flops_by_reg.png
Scale bar: 20 um. Other sequential cells in the stronger grey, the rest of the logic in the fainter grey.
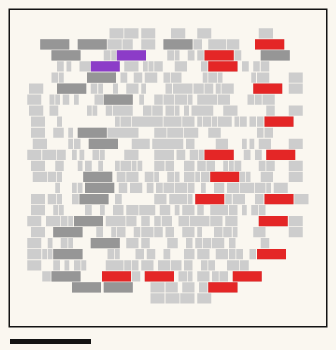
logic_types.png
Scale bar: 20 um.
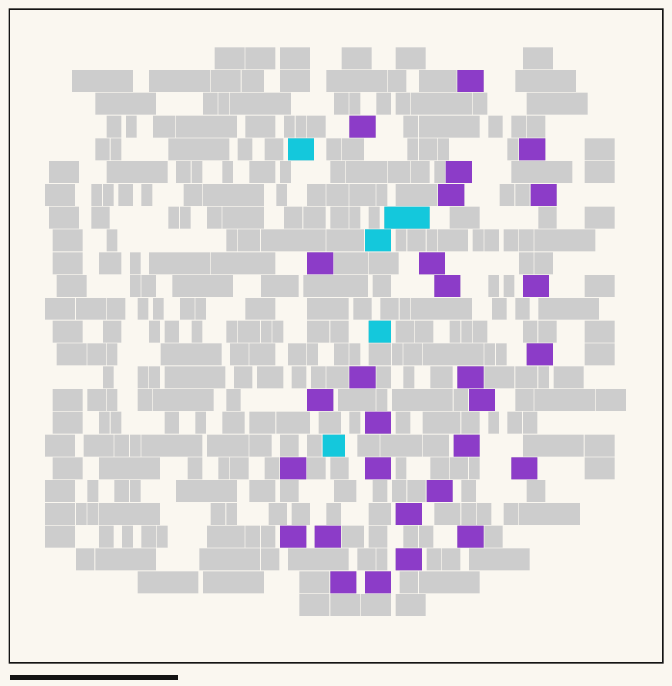
placement_by_type.png
Scale bar: 20 um.
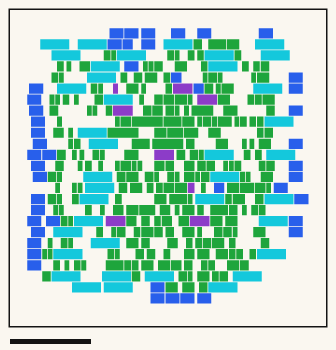
sizes.png
Scale bar: 20 um.
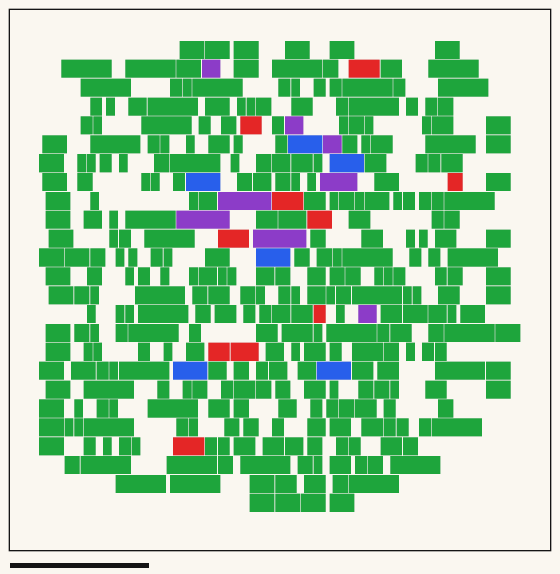
<file path="src/rtl/interval_timer_if.sv">
// Control/status bundle for interval_timer: the master programs and starts the
// timer, the slave (the timer) reports progress and its FSM state for checkers.
interface interval_timer_if #(
    parameter int WIDTH = 16
);
    logic [WIDTH-1:0] period;
    logic             periodic;
    logic             start;
    logic             stop;
    logic             pause;
    logic             busy;
    logic             tick;
    logic             expired;
    logic [WIDTH-1:0] count;
    logic [1:0]       state_dbg;

    modport master (
        output period, periodic, start, stop, pause,
        input  busy, tick, expired, count, state_dbg
    );

    modport slave (
        input  period, periodic, start, stop, pause,
        output busy, tick, expired, count, state_dbg
    );
endinterface

</file>
<file path="src/rtl/interval_timer.sv">
// Runtime-programmable interval timer: one-shot or auto-reload, optional clock
// prescaler, pause/abort/retrigger, one-cycle tick and sticky expired flag.
module interval_timer #(
    parameter int WIDTH    = 16,
    parameter int PRESCALE = 1
) (
    input  logic              clk,
    input  logic              reset,
    interval_timer_if.slave   bus
);

    typedef enum logic [1:0] {
        S_IDLE = 2'd0,
        S_RUN  = 2'd1,
        S_DONE = 2'd2
    } state_t;

    state_t           state, state_n;
    logic [WIDTH-1:0] period_q, period_n;
    logic             periodic_q, periodic_n;
    logic [WIDTH-1:0] count_q, count_n;
    logic             tick_q, tick_n;
    logic             expired_q, expired_n;
    logic             busy_q;
    logic             pre_clr, pre_adv, step;
    logic             start_ok;

    // start is a single-edge request; it is only accepted when period is non-zero,
    // and an accepted start always wins over stop and pause on the same edge.
    assign start_ok = bus.start && (bus.period != '0);

    generate
        if (PRESCALE > 1) begin : g_pre
            localparam int PW = $clog2(PRESCALE);
            logic [PW-1:0] pre;
            assign step = (pre == PW'(PRESCALE - 1));
            always_ff @(posedge clk) begin
                if (reset || pre_clr) begin
                    pre <= '0;
                end else if (pre_adv) begin
                    pre <= step ? '0 : pre + PW'(1);
                end
            end
        end else begin : g_nopre
            logic unused_pre;
            assign unused_pre = pre_clr ^ pre_adv;
            assign step       = 1'b1;
        end
    endgenerate

    always_comb begin
        state_n    = state;
        period_n   = period_q;
        periodic_n = periodic_q;
        count_n    = count_q;
        tick_n     = 1'b0;
        expired_n  = expired_q;
        pre_clr    = 1'b0;
        pre_adv    = 1'b0;
        if (start_ok) begin
            period_n   = bus.period;
            periodic_n = bus.periodic;
            count_n    = '0;
            expired_n  = 1'b0;
            pre_clr    = 1'b1;
            state_n    = S_RUN;
        end else if (bus.stop) begin
            count_n   = '0;
            expired_n = 1'b0;
            pre_clr   = 1'b1;
            state_n   = S_IDLE;
        end else if (state == S_RUN && !bus.pause) begin
            pre_adv = 1'b1;
            if (step) begin
                if (count_q == period_q - WIDTH'(1)) begin
                    tick_n = 1'b1;
                    if (periodic_q) begin
                        count_n = '0;
                    end else begin
                        count_n   = period_q;
                        expired_n = 1'b1;
                        state_n   = S_DONE;
                    end
                end else begin
                    count_n = count_q + WIDTH'(1);
                end
            end
        end
    end

    always_ff @(posedge clk) begin
        if (reset) begin
            state      <= S_IDLE;
            period_q   <= '0;
            periodic_q <= 1'b0;
            count_q    <= '0;
            tick_q     <= 1'b0;
            expired_q  <= 1'b0;
            busy_q     <= 1'b0;
        end else begin
            state      <= state_n;
            period_q   <= period_n;
            periodic_q <= periodic_n;
            count_q    <= count_n;
            tick_q     <= tick_n;
            expired_q  <= expired_n;
            busy_q     <= (state_n == S_RUN);
        end
    end

    assign bus.busy      = busy_q;
    assign bus.tick      = tick_q;
    assign bus.expired   = expired_q;
    assign bus.count     = count_q;
    assign bus.state_dbg = state;

endmodule
</file>
<file path="src/flat_wrapper.sv">
// flat-port wrapper written by rule: the top's interface ports become plain ports
module interval_timer_flat 
#(
    parameter int WIDTH    = 16,
    parameter int PRESCALE = 1
)
  (clk, reset, bus_period, bus_periodic, bus_start, bus_stop, bus_pause, bus_busy, bus_tick, bus_expired, bus_count, bus_state_dbg);
  interval_timer_if #(.WIDTH(WIDTH)) bus_i ();
  input  logic clk;
  input  logic reset;
  input wire logic [$bits(bus_i.period)-1:0] bus_period;
  input wire logic [$bits(bus_i.periodic)-1:0] bus_periodic;
  input wire logic [$bits(bus_i.start)-1:0] bus_start;
  input wire logic [$bits(bus_i.stop)-1:0] bus_stop;
  input wire logic [$bits(bus_i.pause)-1:0] bus_pause;
  output wire logic [$bits(bus_i.busy)-1:0] bus_busy;
  output wire logic [$bits(bus_i.tick)-1:0] bus_tick;
  output wire logic [$bits(bus_i.expired)-1:0] bus_expired;
  output wire logic [$bits(bus_i.count)-1:0] bus_count;
  output wire logic [$bits(bus_i.state_dbg)-1:0] bus_state_dbg;
  assign bus_i.period = bus_period;
  assign bus_i.periodic = bus_periodic;
  assign bus_i.start = bus_start;
  assign bus_i.stop = bus_stop;
  assign bus_i.pause = bus_pause;
  assign bus_busy = bus_i.busy;
  assign bus_tick = bus_i.tick;
  assign bus_expired = bus_i.expired;
  assign bus_count = bus_i.count;
  assign bus_state_dbg = bus_i.state_dbg;
  interval_timer #(.WIDTH(WIDTH), .PRESCALE(PRESCALE)) u_core (.clk(clk), .reset(reset), .bus(bus_i));
endmodule
</file>
<file path="config.mk">
export PLATFORM = sky130hd
export DESIGN_NAME = interval_timer_flat
export DESIGN_NICKNAME = d
export VERILOG_FILES = /design/src/rtl/interval_timer_if.sv /design/src/rtl/interval_timer.sv /design/src/flat_wrapper.sv
export SDC_FILE = /design/constraint.sdc
export NUM_CORES = 1
export LEC_CHECK = 0
export CAP_MARGIN = 10
export CORE_MARGIN = 4
export CORE_UTILIZATION = 50
export DETAILED_ROUTE_END_ITERATION = 8
export PLACE_DENSITY = 0.76
export SETUP_SLACK_MARGIN = 0.02
export SLEW_MARGIN = 5
export SYNTH_ARGS = -nofsm -noshare
export SYNTH_HDL_FRONTEND = slang
export SYNTH_SLANG_ARGS = --single-unit
</file>
<file path="constraint.sdc">
create_clock -name clk -period 3.9 [get_ports clk]
set_clock_uncertainty 0.15 [all_clocks]
set_input_delay 0.78 -clock clk [delete_from_list [all_inputs] [get_ports clk]]
set_output_delay 0.78 -clock clk [all_outputs]
set_load 0.02 [all_outputs]
</file>
==> job_summary.md <==
## Synthesis and layout report

| Metric | Value |
|---|---|
| Outcome | `finished clean` |
| Grt met1 use | `27.2%` |
| Antenna viol nets, final | `0` |
| CP most frequent cell | `mux2i_1` |
| Beginning of the critical path | `u_core.period_q[0]$_SDFFE_PP0P_` |
| Levels on crit path | `11` |
| Num ports | `43` |
| Metal2 WL | `2800 um` |
| Synth flops | `38` |
| Share of layout cells above drive strength 1 | `6.96%` |
| Leakage Power | `0.956 nW` |
| VDD IR max | `231 uV` |
| Iter 0 DRT Violations | `247` |
| Critical Path Max Stage Delay | `0.55 ns` |
| Number of enable flip-flop cells | `0` |
| Commonest cells after routing, fill and taps aside | `nand2_1 (48), clkdlybuf4s50_1 (42), dfxtp_1 (38)` |
| Max_slew headroom | `51.0%` |
| CTS root buffer | `clkbuf_8` |
| Pre-antenna DRT Iters | `4` |
| Number of clock buffers in the layout | `7` |
| Post-synthesis instance total | `312` |
| Aoi share | `15.1%` |
| Die height | `77.8 um` |
| Grt ovf | `0` |
| Min-delay worst type | `register to register` |
| Final period util | `85.2%` |
| Top cell category | `multi-input combinational cells` |
| Top-count cell post-synth | `nand2_1` |
| CTS tree | `built` |
| RSZ-0062 raised after global routing | `false` |
| Worst r2r src | `u_core.period_q[0]$_SDFFE_PP0P_` |
| Die W | `77.8 um` |
| Top cells by count, synth | `nand2_1 (48), dfxtp_1 (38), a21oi_1 (30), nand3_1 (19), xnor2_1 (19)` |
| Total track usage | `20.6%` |
| Final setup vio count | `0` |
| Drc violations | `0` |
| Nature of the critical path endpoint | `register` |
| Worst path required time | `3.91 ns` |
| Log Warnings | `26` |
| Initial antenna violation count | `0` |
-- flops_by_reg.png (at the start) --
red -> u_core.bus.count  # placed flops 16
purple -> u_core.bus.state_dbg  # placed flops 2
not coloured = 20
Finished Core Util: 62.6%
Register Area: 761 sq um

-- logic_types.png (at the start) --
cyan -> non-inverting ao/oa cells  # cells 5, most used a21o_1
purple -> xor and xnor cells  # cells 28, most used xnor2_1
multi-input combinational area share: 52.1%
Layout Cells excl Fill: 412
Commonest Layout Cell: nand2_1

-- placement_by_type.png (at the start) --
blue -> remaining buffers and delay cells  # cells 46, share of their area 16%
green -> combinational and other logic  # cells 253, share of their area 55%
cyan -> sequential cells  # cells 38, share of their area 26%
purple -> clock drivers and dummy loads  # cells 8, share of their area 3.2%
Core ar.: 4720 sq um
Seq/total area: 25.7%

-- sizes.png (at the start) --
blue -> _6 and larger  # cells 6, most used clkbuf_8
green -> _0 and _1 cells  # cells 321, most used nand2_1
purple -> _3 and _4 cells  # cells 8, most used buf_4
red -> _2 cells  # cells 10, most used nor4_2

power breakdown:
part | internal [mW] | switching [mW] | leakage [nW]
clock | 0.143 | 0.141 | 0.0482
combinational | 0.0712 | 0.0802 | 0.598
sequential | 0.399 | 0.0215 | 0.310
stage by stage:
step / setup slack, ns / power [mW] / hold slack [ns] / std cells / instance area [sq um]
after floorplan: 0.928 / 0.531 / 0.311 / 312 / 2440
after global placement: 0.632 / 0.577 / 0.289 / 404 / 2870
after detailed placement: 0.517 / 0.579 / 0.291 / 404 / 2870
after CTS: 0.610 / 0.856 / 0.302 / 412 / 2960
after global routing: 0.424 / 0.895 / 0.343 / 412 / 2960
final: 0.577 / 0.855 / 0.302 / 412 / 2960
Power figures rest on the tool's default switching activity, not on a simulated workload.
